Fig. 1: run 1, floorplan with the power grid
Pins as bars on the die edge.
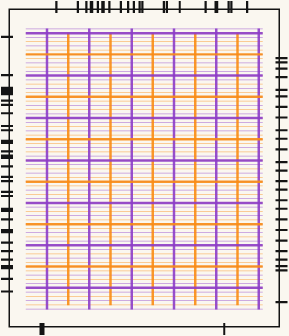
Fig. 2: run 1, cell classes on the final placement
The bar under the picture is 50 um long.
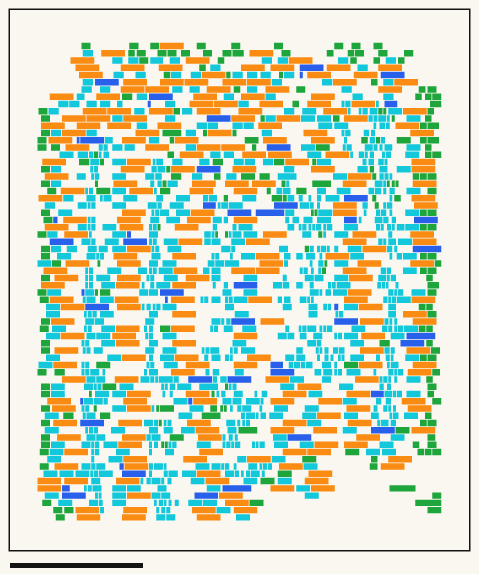
Fig. 3: run 1, clock network drawn from the DEF
The bar under the picture is 50 um long.
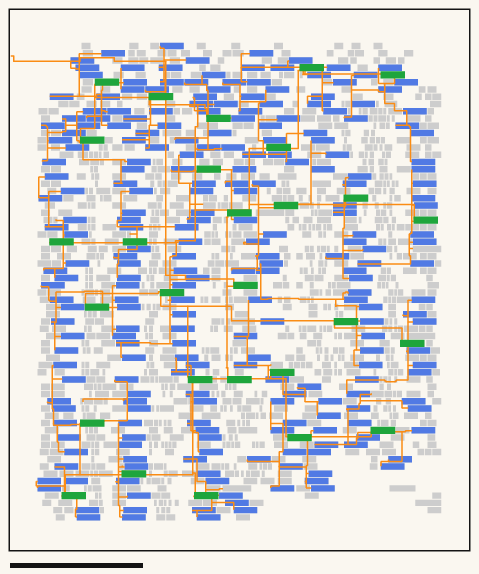
Fig. 4: run 1, signal wires by layer
Two of the layers only.
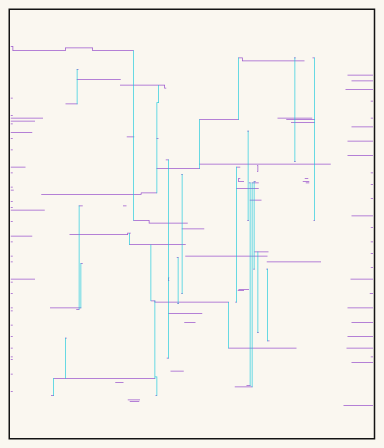
`src/rtl/alu_shift_pkg.sv`:
```
// Shared definitions for the ALU32 shift datapath: operation encoding and
// the shift-amount width derived from the data width.
package alu_shift_pkg;

  typedef enum logic [1:0] {
    SH_SLL = 2'b00,
    SH_SRL = 2'b01,
    SH_SRA = 2'b10,
    SH_ROR = 2'b11
  } sh_op_e;

  function automatic int shw_of(input int width);
    return $clog2(width);
  endfunction

endpackage

```
`src/rtl/shift_stage.sv`:
```
// One log step of the barrel shifter: shifts or rotates by DIST when en is
// set, otherwise passes the operand through unchanged.
module shift_stage
  import alu_shift_pkg::*;
#(
  parameter int WIDTH = 32,
  parameter int DIST  = 1
) (
  input  logic [WIDTH-1:0] data,
  input  logic             en,
  input  logic [1:0]       op,
  output logic [WIDTH-1:0] shifted
);

  // NOTE: the pass-through default is assigned before any branch so every
  // path through this block drives 'shifted' and no latch is inferred.
  always_comb begin
    shifted = data;
    if (en) begin
      unique case (sh_op_e'(op))
        SH_SLL: shifted = data << DIST;
        SH_SRL: shifted = data >> DIST;
        SH_SRA: shifted = $signed(data) >>> DIST;
        SH_ROR: shifted = {data[DIST-1:0], data[WIDTH-1:DIST]};
      endcase
    end
  end

endmodule

```
`src/rtl/pipe_barrel_shifter.sv`:
```
// Pipelined logarithmic barrel shifter (SLL/SRL/SRA/ROR) with valid/ready on
// both sides; the whole pipe freezes while the output is back-pressured.
module pipe_barrel_shifter
  import alu_shift_pkg::*;
#(
  parameter  int WIDTH = 32,
  parameter  int TAGW  = 4,
  localparam int SHW   = shw_of(WIDTH)
) (
  input  logic             clk,
  input  logic             rst_n,
  input  logic             in_valid,
  output logic             in_ready,
  input  logic [WIDTH-1:0] in_data,
  input  logic [SHW-1:0]   in_amt,
  input  logic [1:0]       in_op,
  input  logic [TAGW-1:0]  in_tag,
  output logic             out_valid,
  input  logic             out_ready,
  output logic [WIDTH-1:0] out_data,
  output logic [TAGW-1:0]  out_tag
);

  // Rank 0 captures the accepted operation; rank k+1 holds the result of
  // log stage k, so the last rank is the output register.
  localparam int NR = SHW + 1;

  logic [NR-1:0]    st_valid;
  logic [WIDTH-1:0] st_data [NR];
  logic [TAGW-1:0]  st_tag  [NR];
  logic [1:0]       st_op   [SHW];
  logic [SHW-1:0]   st_amt  [SHW];
  logic [WIDTH-1:0] shifted [SHW];
  logic             stall;

  assign stall     = st_valid[SHW] && !out_ready;
  assign in_ready  = !stall;
  assign out_valid = st_valid[SHW];
  assign out_data  = st_data[SHW];
  assign out_tag   = st_tag[SHW];

  for (genvar k = 0; k < SHW; k++) begin : g_stage
    shift_stage #(
      .WIDTH (WIDTH),
      .DIST  (1 << k)
    ) u_stage (
      .data    (st_data[k]),
      .en      (st_amt[k][k]),
      .op      (st_op[k]),
      .shifted (shifted[k])
    );
  end

  // NOTE: every pipeline array is cleared in the async reset branch, not only
  // the valid bits, so in-flight operations vanish and outputs read zero.
  // NOTE: state is updated with <= so all ranks advance from the pre-edge
  // values of their predecessors, which is what makes this a shift chain.
  always_ff @(posedge clk or negedge rst_n) begin
    if (!rst_n) begin
      st_valid <= '0;
      for (int k = 0; k < NR; k++) begin
        st_data[k] <= '0;
        st_tag[k]  <= '0;
      end
      for (int k = 0; k < SHW; k++) begin
        st_op[k]  <= '0;
        st_amt[k] <= '0;
      end
    end else if (!stall) begin
      st_valid   <= {st_valid[NR-2:0], in_valid};
      st_data[0] <= in_data;
      st_tag[0]  <= in_tag;
      st_op[0]   <= in_op;
      st_amt[0]  <= in_amt;
      for (int k = 0; k < SHW; k++) begin
        st_data[k+1] <= shifted[k];
        st_tag[k+1]  <= st_tag[k];
      end
      for (int k = 0; k + 1 < SHW; k++) begin
        st_op[k+1]  <= st_op[k];
        st_amt[k+1] <= st_amt[k];
      end
    end
  end

endmodule

```
`config.mk`:
```
export PLATFORM = sky130hd
export DESIGN_NAME = pipe_barrel_shifter
export DESIGN_NICKNAME = d
export VERILOG_FILES = /design/src/rtl/alu_shift_pkg.sv /design/src/rtl/shift_stage.sv /design/src/rtl/pipe_barrel_shifter.sv
export SDC_FILE = /design/constraint.sdc
export NUM_CORES = 1
export LEC_CHECK = 0
export ABC_CLOCK_PERIOD_IN_PS = 1880
export CORE_ASPECT_RATIO = 1.2
export CORE_MARGIN = 10
export CORE_UTILIZATION = 50
export CTS_CLUSTER_SIZE = 24
export DETAILED_ROUTE_END_ITERATION = 6
export GPL_TIMING_DRIVEN = 0
export PLACE_DENSITY_LB_ADDON = 0.12
export SKIP_LAST_GASP = 1
export SLEW_MARGIN = 0
export SYNTH_ARGS = -nofsm -noshare
export SYNTH_HDL_FRONTEND = slang
export SYNTH_HIERARCHICAL = 1
export SYNTH_SLANG_ARGS = --single-unit
export TNS_END_PERCENT = 20
```
`constraint.sdc`:
```
create_clock -name clk -period 1.88 [get_ports clk]
set_input_delay 0.376 -clock clk [delete_from_list [all_inputs] [get_ports clk]]
set_output_delay 0.376 -clock clk [all_outputs]
set_load 0.005 [all_outputs]
```
==> summary.txt, run 1 <==
The full implementation flow was run.

Across all stage logs, warnings added up to 32. The worst register-to-register path begins at st_amt[4]. Setup repair after global routing could not meet its margin everywhere. The residual antenna-violating net count after detailed routing stands at 0. The placement summary gives the final routability congestion estimate as approximately 0.89.

The most used flip-flop cell after synthesis is sky130_fd_sc_hd__dfrtp_1. The I/O pin total stands at 85. The worst setup path is launched from a flop.

The most critical hold endpoint after final layout shows a slack of 0.444 ns. The number of cells in Yosys stat stands at approximately 1.2k. The leakage power summed over all cells stands at 0.00731 uW.

Summing the sequential cell areas from Yosys gives between 40 and 50% of the chip area. According to the hold report, the worst path is of the in -> reg type. The number of cells produced by synthesis stands at roughly 1.2k. The total clock buffers created by CTS stands at 28. The cell area power density stands at between 1500 and 2000 nW/um^2. For this design, the slowest cell found on the critical path is sky130_fd_sc_hd__clkdlybuf4s50_1. The highest layer touched by signal routing is met4. The post-synth register bit count is 247. The clock passes through at most 3 buffers. The quantity of hold-fixing buffers added after cts stands at 1. Looking at the setup timing report, the critical path kind is reg -> out. The headroom to the max-slew limit stands at about 54%. The final antenna diode count stands at 0. STA classifies the critical path endpoint as an output port. The post-detailed-placement half-perimeter wirelength stands at around 23 mm. For this sky-water flow run, the detailed-routed wirelength per cell is reported as 18.7 um. The transition time at the pin with the least slew margin stands at 0.686 ns. The number of warnings printed during yosys synthesis stands at 6. The floorplan step defined a die boundary enclosing around 35,000 um^2. The count of endpoints failing setup in the final report stands at 0. The total met3 wirelength after detailed routing stands at just over 1 mm. Ranking logic cells in the layout by count gives the top entries 247 x sky130_fd_sc_hd__dfrtp_1, 170 x sky130_fd_sc_hd__mux2_4, 113 x sky130_fd_sc_hd__a21oi_1.

The via count of the first global-routing pass was 9,006. The horizontal die dimension reported for this design is 172 um. Per the detail_route log, met2 wirelength is 16.2 mm. In this run the number of H-tree levels came out at 1. The largest vdd supply drop stands at 839 uV. The flow ran to the end, and the final reports show no timing, DRC or antenna violations. The launch point of the critical path was reported as out_data[25]. The largest net degree at the start of global routing stands at about 130. According to the Yosys statistics, the synthesized design has a chip area of roughly 14,000 um^2. The timing report gives the clock slew at the launch and capture registers of the worst setup and hold paths as around 0.060 ns.

The later pin in the worst-skew pair is clocked with a latency of approximately 0.54 ns. The final count of pins violating max slew stands at 0. The top-area cell type share of the netlist area stands at between 40% and 50%.

The first-pass GRT wire length stands at 49.2 mm. The number of enable-type register cells in the synthesized netlist stands at 0.
-- Fig. 1 (at the start) --
VSS: marked purple. VDD: marked orange.
85 signal pins sit on the boundary. 13 straps on met5. 11 straps on met4.

-- Fig. 2 (at the start) --
remaining buffers and delay cells: marked green, cells 220. clock drivers and dummy loads: marked blue, cells 50. remaining logic cells: marked cyan, cells 785. registers: marked orange, cells 247.

-- Fig. 3 (at the start) --
clock wires: marked orange, length 3,080 um. flip-flops: marked blue, count 247. clock-net drivers: marked green, count 28.
There are 29 routed clock nets. Position of the flops: all over the die.

-- Fig. 4 (at the start) --
M4: marked cyan, wire length 1,110 um. M3: marked purple, wire length 1,010 um.
total global-route track usage: 17.5%
via total after detailed routing: 8,771

==> run 1: layer usage <==
layer	vias up	GRT usage, %
met3	59	2.35
li1	4303	-
met2	158	32.2
met1	4251	19.8
met5	-	0
met4	0	6.63
==> run 1: logic make-up after synthesis <==
logic type	after synthesis	synth area share, %
mux	355	32.4
flops	247	44.5
compound gates	190	8.13
buf+inv	158	8.15
simple gates	207	6.78
==> run 1: metrics by stage <==
stage | area, um^2 | worst slack [ns] | instances | TNS (ns)
6_report | 16300 | 0.0102 | 1642 | 0
5_1_grt | 16300 | -0.0421 | 1642 | -0.743
4_1_cts | 16200 | -0.0219 | 1637 | -0.187
3_5_place_dp | 15200 | -0.401 | 1583 | -11.54
3_3_place_gp | 15100 | -9.82 | 1581 | -2431.05
2_1_floorplan | 13900 | 0.360 | 1157 | 0
==> run 1: critical path: cells and delay by family, from the launching register on <==
family,cells,cell delay [ns]
flops,1,0.36
buf+inv,2,0.60
==> run 1: registers in the layout (all words and copies together), names as in the netlist <==
name	flops
st_valid	6
st_amt	15
st_data	160
st_op	10
st_tag	20
out_data	32
out_tag	4
==> run 1: cells in the mapped netlist, types with 2 or more instances <==
master / number
sky130_fd_sc_hd__nand3_1: 31
sky130_fd_sc_hd__mux2_2: 76
sky130_fd_sc_hd__buf_2: 25
sky130_fd_sc_hd__o211ai_1: 15
sky130_fd_sc_hd__o21a_1: 11
sky130_fd_sc_hd__mux2_4: 170
sky130_fd_sc_hd__nor2_8: 2
sky130_fd_sc_hd__clkbuf_1: 21
sky130_fd_sc_hd__a41oi_1: 3
sky130_fd_sc_hd__buf_12: 3
sky130_fd_sc_hd__nor2_4: 3
sky130_fd_sc_hd__mux2i_1: 109
sky130_fd_sc_hd__buf_6: 15
sky130_fd_sc_hd__dfrtp_1: 247
sky130_fd_sc_hd__o22a_1: 15
sky130_fd_sc_hd__nand2b_1: 16
sky130_fd_sc_hd__nand2_1: 49
sky130_fd_sc_hd__buf_8: 17
sky130_fd_sc_hd__inv_1: 32
sky130_fd_sc_hd__nor2_1: 98
sky130_fd_sc_hd__nor2b_1: 3
sky130_fd_sc_hd__buf_1: 3
sky130_fd_sc_hd__a21oi_1: 113
sky130_fd_sc_hd__o22ai_1: 30
sky130_fd_sc_hd__buf_4: 41
==> run 1: worst paths after layout <==
| path | slack, ns | endpoint | cells after the start |
|---|---|---|---|
| min | 0.44 | st_data[163] | 2 |
| max | 0.01 | out_data[25] | 2 |
| min reg2reg | 0.47 | st_valid[5] | 1 |
| max reg2reg | 0.11 | out_data[5] | 4 |
| min in group asynchronous | 0.48 | out_data[14] | 3 |
| max in group asynchronous | 0.34 | st_data[89] | 4 |
==> run 1: report_power, final <==
part	switching [uW]	leakage (uW)	internal (uW)
clock	2090	0.000481	3550
sequential	2580	0.00283	7840
combinational	6390	0.00400	9200
total	11100	0.00731	20600
==> run 1: area by class of cell <==
type                            count  area, um^2  area share (%)
Multi-Input combinational cell    752        6570            40.4
Sequential cell                   247        6180            38.0
Buffer                            124        1000            6.15
Timing Repair Buffer               96         988            6.08
Clock buffer                       40         817            5.02
Tap cell                          340         425            2.62
Clock inverter                     10         154           0.946
Inverter                           33         129           0.792
Fig. 5: run 1, clock wiring as the flow saved it
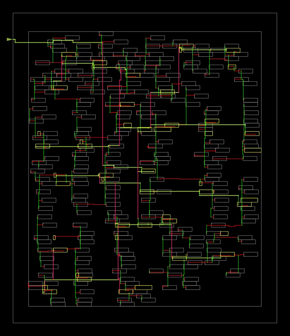

==> run 2, diff against run 1 <==
--- a/config.mk
+++ b/config.mk
@@ -6,7 +6,6 @@
 export NUM_CORES = 1
 export LEC_CHECK = 0
 export ABC_CLOCK_PERIOD_IN_PS = 1880
-export CORE_ASPECT_RATIO = 1.2
 export CORE_MARGIN = 10
 export CORE_UTILIZATION = 50
 export CTS_CLUSTER_SIZE = 24
Fig. 6: run 2, clock wiring as the flow saved it
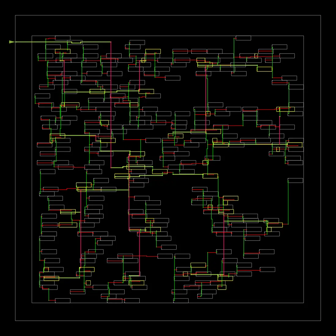
Latency at later pin: 0.55 ns
final worst clock skew: 0.0264 ns
TritonCTS sink count: 247
Power Clock: 5550 uW

==> summary.txt, run 2 <==
The full implementation flow was run.

The first-pass GRT wire length is 51.5 mm (+4.7%). The I/O pin total stands at 85 (unchanged). The sequential cell area stands at 6180 um^2 (unchanged). Yosys reports that the most numerous cell types are 247 x sky130_fd_sc_hd__dfrtp_1, 170 x sky130_fd_sc_hd__mux2_4, 113 x sky130_fd_sc_hd__a21oi_1. For this design, the slowest cell found on the critical path is sky130_fd_sc_hd__clkdlybuf4s50_1. According to the hold report, the worst path is of the in -> async type. The post-route worst setup slack stands at 0.0181 ns (+0.00790 ns). The final antenna diode count was 0 (unchanged).

The post-detailed-placement half-perimeter wirelength came to 23.1 mm (-0.99%). The number of warnings printed during yosys synthesis was 6 (unchanged). The die outline width stands at 187 um (+8.4%). The number of warnings in the stage logs is 30 (-6.3%). The number of detailed-route iterations in the first pass stands at 6. The final count of pins violating max slew is 0 (unchanged).

The cell area power density came to 1940 nW/um^2 (-0.28%). The simple-gate share of the synthesized area came to 6.78% (unchanged). Setup repair after global routing could not meet its margin everywhere. The sequential cell area fraction in the yosys report came to 44.5% (unchanged).

The required time at the worst-slack endpoint stands at 1.50 ns. The all-layer global routing usage came to 17.7% (+0.20 points). The register bit count reported by yosys is 247 (unchanged). The largest net degree at the start of global routing stands at 113 (-10%). The number of cells in Yosys stat is 1,157 (unchanged). The complex-gate fraction of the synthesized area stands at 8.13% (unchanged). The average routed wire per standard cell is 18.6 um (-0.71%).

The count of endpoints failing setup in the final report stands at 0 (unchanged). TritonCTS built the clock tree. The headroom to the max-slew limit stands at 60.7% (+6.4 points). The register clock-pin slew on the reported worst setup and hold paths stands at 0.06 ns (about the same). The largest vdd supply drop is 807 uV (-3.8%). The tally of non-filler cells in the final layout came to 1,673 (+1.9%). The post-placement worst setup slack was -0.386 ns (+0.0155 ns). The number of cells produced by synthesis came to 1,157 (unchanged). The buffer-and-inverter tally for the worst setup path stands at 2 (unchanged). The instance count after placement with tap cells included stands at 1,615 (+2.0%).

The total clock buffers created by CTS stands at 29 (+3.6%). The top-area cell type share of the netlist area stands at 44.5% (unchanged). The chip area from the yosys synthesis statistics stands at 13,900 um^2 (unchanged). Looking at the setup timing report, the critical path kind is reg -> out. The via count stands at 8,901 (+1.5%).

The post-synth net total stands at between 1k and 1.5k. Among cell families on the critical path, the largest total delay comes from buffers and inverters. The worst setup path is captured at an output port. The flip-flop count of the largest register after layout stands at 160 (unchanged). The met3 track demand over resource in global routing is 2.87% (+0.52 points). The via count of the first global-routing pass stands at 9,223 (+2.4%). The global placer's final weighted congestion is 0.885 (about the same). The met2 demand-to-capacity share in global routing is 28.5% (-3.8 points).

The worst path needs 1.86 ns of the cycle, external delays included. The worst setup path is launched from a flop. The flow ran to the end, and the final reports show no timing, DRC or antenna violations. The residual antenna-violating net count after detailed routing stands at 0 (unchanged). The ratio of routed vias to standard cells stands at approximately 5.3. By area, the combinational part of the netlist is dominated by multiplexers. The number of H-tree levels stands at 1 (unchanged). The fraction of met1 tracks used by global routing stands at 24.1% (+4.3 points).

The maximum number of buffers from clock root to sink is 3 (unchanged). The synthesis stats list as the most numerous cell sky130_fd_sc_hd__dfrtp_1. In the post-synthesis netlist, the biggest area contributors are sky130_fd_sc_hd__dfrtp_1 45%, sky130_fd_sc_hd__mux2_4 18%, sky130_fd_sc_hd__mux2i_1 7.9%. The flop-to-flop setup slack is 0.14 ns (+0.03 ns).

More flip-flops sit in one register than any other, and that register is st_data. The transition time at the pin with the least slew margin was 0.590 ns (-0.0961 ns). In the layout the commonest cells are 247 x sky130_fd_sc_hd__dfrtp_1, 170 x sky130_fd_sc_hd__mux2_4, 113 x sky130_fd_sc_hd__a21oi_1. The maximum fanout encountered on the critical timing path stands at 2.

The area fraction in full adders, half adders and majority gates stands at 0% (unchanged). The multiplexer area fraction after synthesis stands at 32.4% (unchanged). The number of enable-type register cells in the synthesized netlist came to 0 (unchanged). Looking at the cell usage after synthesis, the top flip-flop cell is sky130_fd_sc_hd__dfrtp_1. The area taken by multi-input logic gates came to 6570 um^2 (unchanged). The share of the synthesized netlist area taken by xor and xnor gates is 0% (unchanged).
Fig. 7: run 2, clock network drawn from the DEF
The bar under the picture is 50 um long.
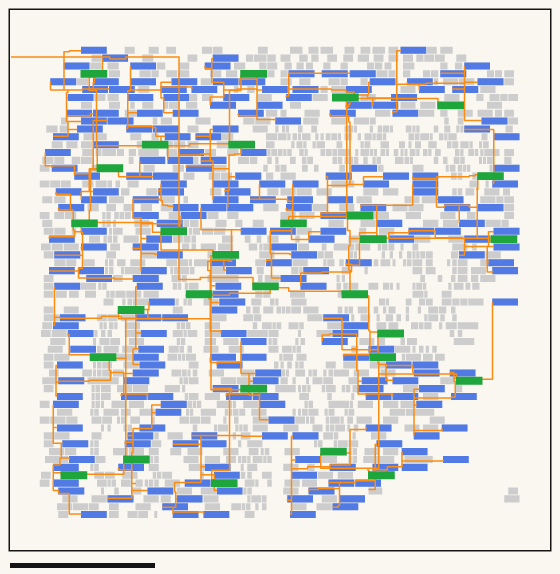
flip-flops: marked blue, count 247. clock wires: marked orange, length 3,180 um. clock-net drivers: marked green, count 29.
Position of the flops: all over the die. There are 30 routed clock nets.
share of total power in the clock network: 17.6%

[run 2: area by class of cell]
cell class / instances / area share (%)
repair buffers: 92 / 5.90
clock inverters: 17 / 0.976
plain buffers: 124 / 6.15
inverters: 33 / 0.792
flip-flops and latches: 247 / 38.0
well taps: 372 / 2.86
clock buffers: 36 / 4.99
multi-input cells: 752 / 40.4
[run 2: repair_timing]
item | 4_1_cts | 5_1_grt
pin swaps | 0 | 0
hold buffers | 1 | 0
hold endpoints to repair | 48 | 0
setup endpoints to repair | 25 | 34
resized | 10 | 6
buffers inserted | 3 | 2
[run 2: metrics by stage]
step                      hold slack, ns  power (uW)  area, um^2
after global routing               0.365       33700       16300
after floorplan                   0.0804       21800       13900
final                              0.354       31600       16300
after CTS                          0.346       31800       16200
after global placement             0.448       25800       15200
after detailed placement           0.317       26100       15200
[run 2: power by group]
part / switching (uW) / total (uW) / internal, uW
combinational: 6440 / 15600 / 9140
clock: 2220 / 5550 / 3330
sequential: 2620 / 10500 / 7840
[run 2: cell families after synthesis]
family	Yosys count
mux	355
buf+inv	158
simple gates	207
compound gates	190
flops	247
[run 2: per-layer routing]
metal  part of all wire [%]  vias to the layer above
met2                     46                      205
met5                      0                        -
li1                       -                     4293
met4                    2.5                        0
met1                     47                     4355
met3                    4.1                       48
[run 2: final timing paths]
path,start,cells past startpoint,to
setup reg to reg,st_op[6],5,st_data[109]
hold reg to reg,st_valid[4],1,st_valid[5]
setup / recovery,out_data[16],2,out_data[16]
max in group asynchronous,rst_n,3,out_data[19]
min in group clk,in_data[27],2,st_data[187]
hold / removal,rst_n,2,st_data[68]
Fig. 8: run 2, floorplan with the power grid
Pins as bars on the die edge.
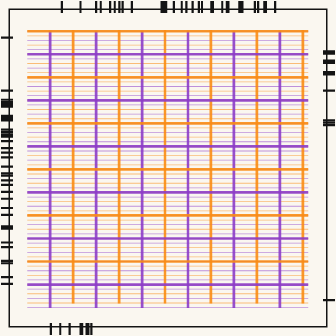

==> run 3, diff against run 2 <==
--- a/config.mk
+++ b/config.mk
@@ -16,6 +16,5 @@
 export SLEW_MARGIN = 0
 export SYNTH_ARGS = -nofsm -noshare
 export SYNTH_HDL_FRONTEND = slang
-export SYNTH_HIERARCHICAL = 1
 export SYNTH_SLANG_ARGS = --single-unit
 export TNS_END_PERCENT = 20
Fig. 9: run 3, floorplan with the power grid
Pins as bars on the die edge.
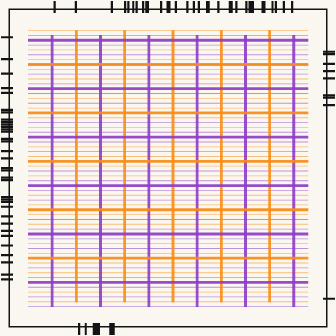
VDD: marked orange. VSS: marked purple.
11 straps on met5. 11 straps on met4.

Fig. 10: run 3, clock wiring as the flow saved it
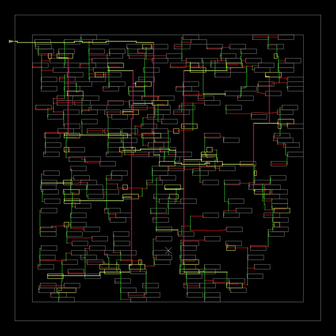
Latency at later pin: 0.54 ns
number of flip-flops and latches: 247

==> summary.txt, run 3 <==
The full implementation flow was run.

The average routed wire per standard cell was 19.8 um (+6.5%). The first-pass GRT wire length was 59.0 mm (+15%). The number of cells in Yosys stat stands at 1,394 (+20%). The I/O pin total stands at 85 (unchanged). The number of H-tree levels was 1 (unchanged). The top-area cell type share of the netlist area was 49.8% (+5.3 points). The total power stands at 27,800 uW (-12%). The fraction of power consumed by sequential logic stands at 37.5% (+4.4 points). Yosys instantiated no cell more often than sky130_fd_sc_hd__nand2_1.

The number of warnings printed during yosys synthesis is 0 (-6). The final antenna diode count stands at 0 (unchanged). The combinational share of power stands at 41.6% (-7.7 points).

The transition time at the pin with the least slew margin is 0.666 ns (+0.0759 ns). The number of detailed-route iterations in the first pass was 7 (+1). The cell area power density stands at 1890 nW/um^2 (-2.8%). The flip-flop count of the largest register after layout stands at 160 (unchanged).

The largest net degree at the start of global routing stands at 85 (-25%). The chip area from the yosys synthesis statistics is 12,400 um^2 (-11%). The residual antenna-violating net count after detailed routing was 0 (unchanged). The most common logic cells in the final layout are 354 x sky130_fd_sc_hd__nand2_1, 281 x sky130_fd_sc_hd__o21ai_0, 247 x sky130_fd_sc_hd__dfrtp_1. The run finished, with violations left.

The final reports fail on design-rule violations. The via count of the first global-routing pass was 10.6k (+15%). The clock network power share stands at 20.9% (+3.3 points).

STA classifies the critical path endpoint as an output port. The maximum number of buffers from clock root to sink came to 3 (unchanged). The via count was 10.8k (+22%). The main area contributors are sky130_fd_sc_hd__dfrtp_1 50%, sky130_fd_sc_hd__o21ai_0 11%, sky130_fd_sc_hd__nand2_1 11%.

The final count of pins violating max slew stands at 0 (unchanged). The post-route DRC violation count stands at 1. Per the synth stats, the flop cell with the highest instance count is sky130_fd_sc_hd__dfrtp_1. The post-synth net total stands at 1,441 (+20%). The headroom to the max-slew limit stands at 55.6% (-5.1 points).

The number of enable-type register cells in the synthesized netlist was 0 (unchanged). The design internal power stands at 16,300 uW (-20%).
==> run 3: cell count changes in the layout (fill, tap and decap cells not counted), sizes merged, moves of 27 or more <==
cell,before,now
mux2,246,15
clkbuf,57,86
a211oi,0,67
o21a,11,71
a2bb2oi,0,27
mux2i,109,0
nand2,50,354
o311a,0,31
a21oi,113,0
o21ai,1,337
nor2,103,4
nand3,31,0
==> run 3: power by group through the flow <==
stage	Clock, uW	Combinational [uW]	Sequential [uW]
after floorplan	0	8070	9250
after CTS	5900	11500	10300
after global routing	6100	12900	10700
after global placement	0	11200	10400
final	5830	11600	10400
after detailed placement	0	11400	10400
==> run 3: worst max-delay path, cell delays in order, from the launching register on <==
cell and delay (ns):
sky130_fd_sc_hd__dfrtp_1 0.38, sky130_fd_sc_hd__buf_4 0.13, sky130_fd_sc_hd__clkdlybuf4s50_1 0.44
==> run 3: timing repair <==
item | in CTS | in global routing
buffers inserted | 3 | 0
endpoints found under the hold margin | 82 | 0
hold buffers | 1 | 0
gates resized | 10 | 1
setup endpoints to repair | 4 | 5
==> run 3: cells by family (layout without fill, tap and decap cells) <==
| kind of cell | Yosys count | in the layout | synth area share (%) |
|---|---|---|---|
| AND-OR/OR-AND | 580 | 580 | 29.9 |
| AND/OR/NAND/NOR | 361 | 361 | 11.1 |
| flip-flops | 247 | 247 | 49.8 |
| buffers and inverters | 190 | 329 | 7.63 |
| multiplexers | 15 | 15 | 1.36 |
| XOR/XNOR | 1 | 1 | 0.131 |
==> run 3: per-stage QoR <==
stage / setup slack (ns) / hold slack [ns] / area, um^2
global placement: -10.14 / 0.445 / 13600
detailed placement: -0.649 / 0.422 / 13700
global route: -0.0384 / 0.368 / 14700
floorplan: 0.510 / 0.0804 / 12400
finish: 0.0193 / 0.365 / 14700
CTS: -0.00666 / 0.353 / 14700
==> run 3: area by class of cell <==
type                    count  area [um^2]  share of cell area, %
flip-flops and latches    247         6180                   41.9
multi-input cells         957         5270                   35.8
repair buffers             90          931                   6.32
clock buffers              34          762                   5.17
plain buffers             137          759                   5.15
well taps                 324          405                   2.75
clock inverters            16          226                   1.54
inverters                  52          203                   1.38
==> run 3: worst paths after layout <==
| check | slack (ns) | end | cells past startpoint | from |
|---|---|---|---|---|
| worst max register to register | 0.15 | st_data[47] | 6 | st_valid[5] |
| worst min-delay path | 0.37 | st_data[190] | 3 | in_data[30] |
| min in group asynchronous | 0.42 | st_data[79] | 2 | rst_n |
| max in group asynchronous | 0.62 | st_tag[18] | 3 | rst_n |
| worst max-delay path | 0.02 | out_tag[1] | 2 | out_tag[1] |
| worst min register to register | 0.46 | st_valid[4] | 2 | st_valid[4] |
==> run 3: per-layer routing <==
metal	track usage, %	routed length (um)	vias to the layer above
met5	0	0	-
li1	-	-	5123
met3	3.53	2330	57
met4	6.01	898	0
met2	37.3	17100	376
met1	32.4	16500	5272
Power figures rest on the tool's default switching activity, not on a simulated workload.
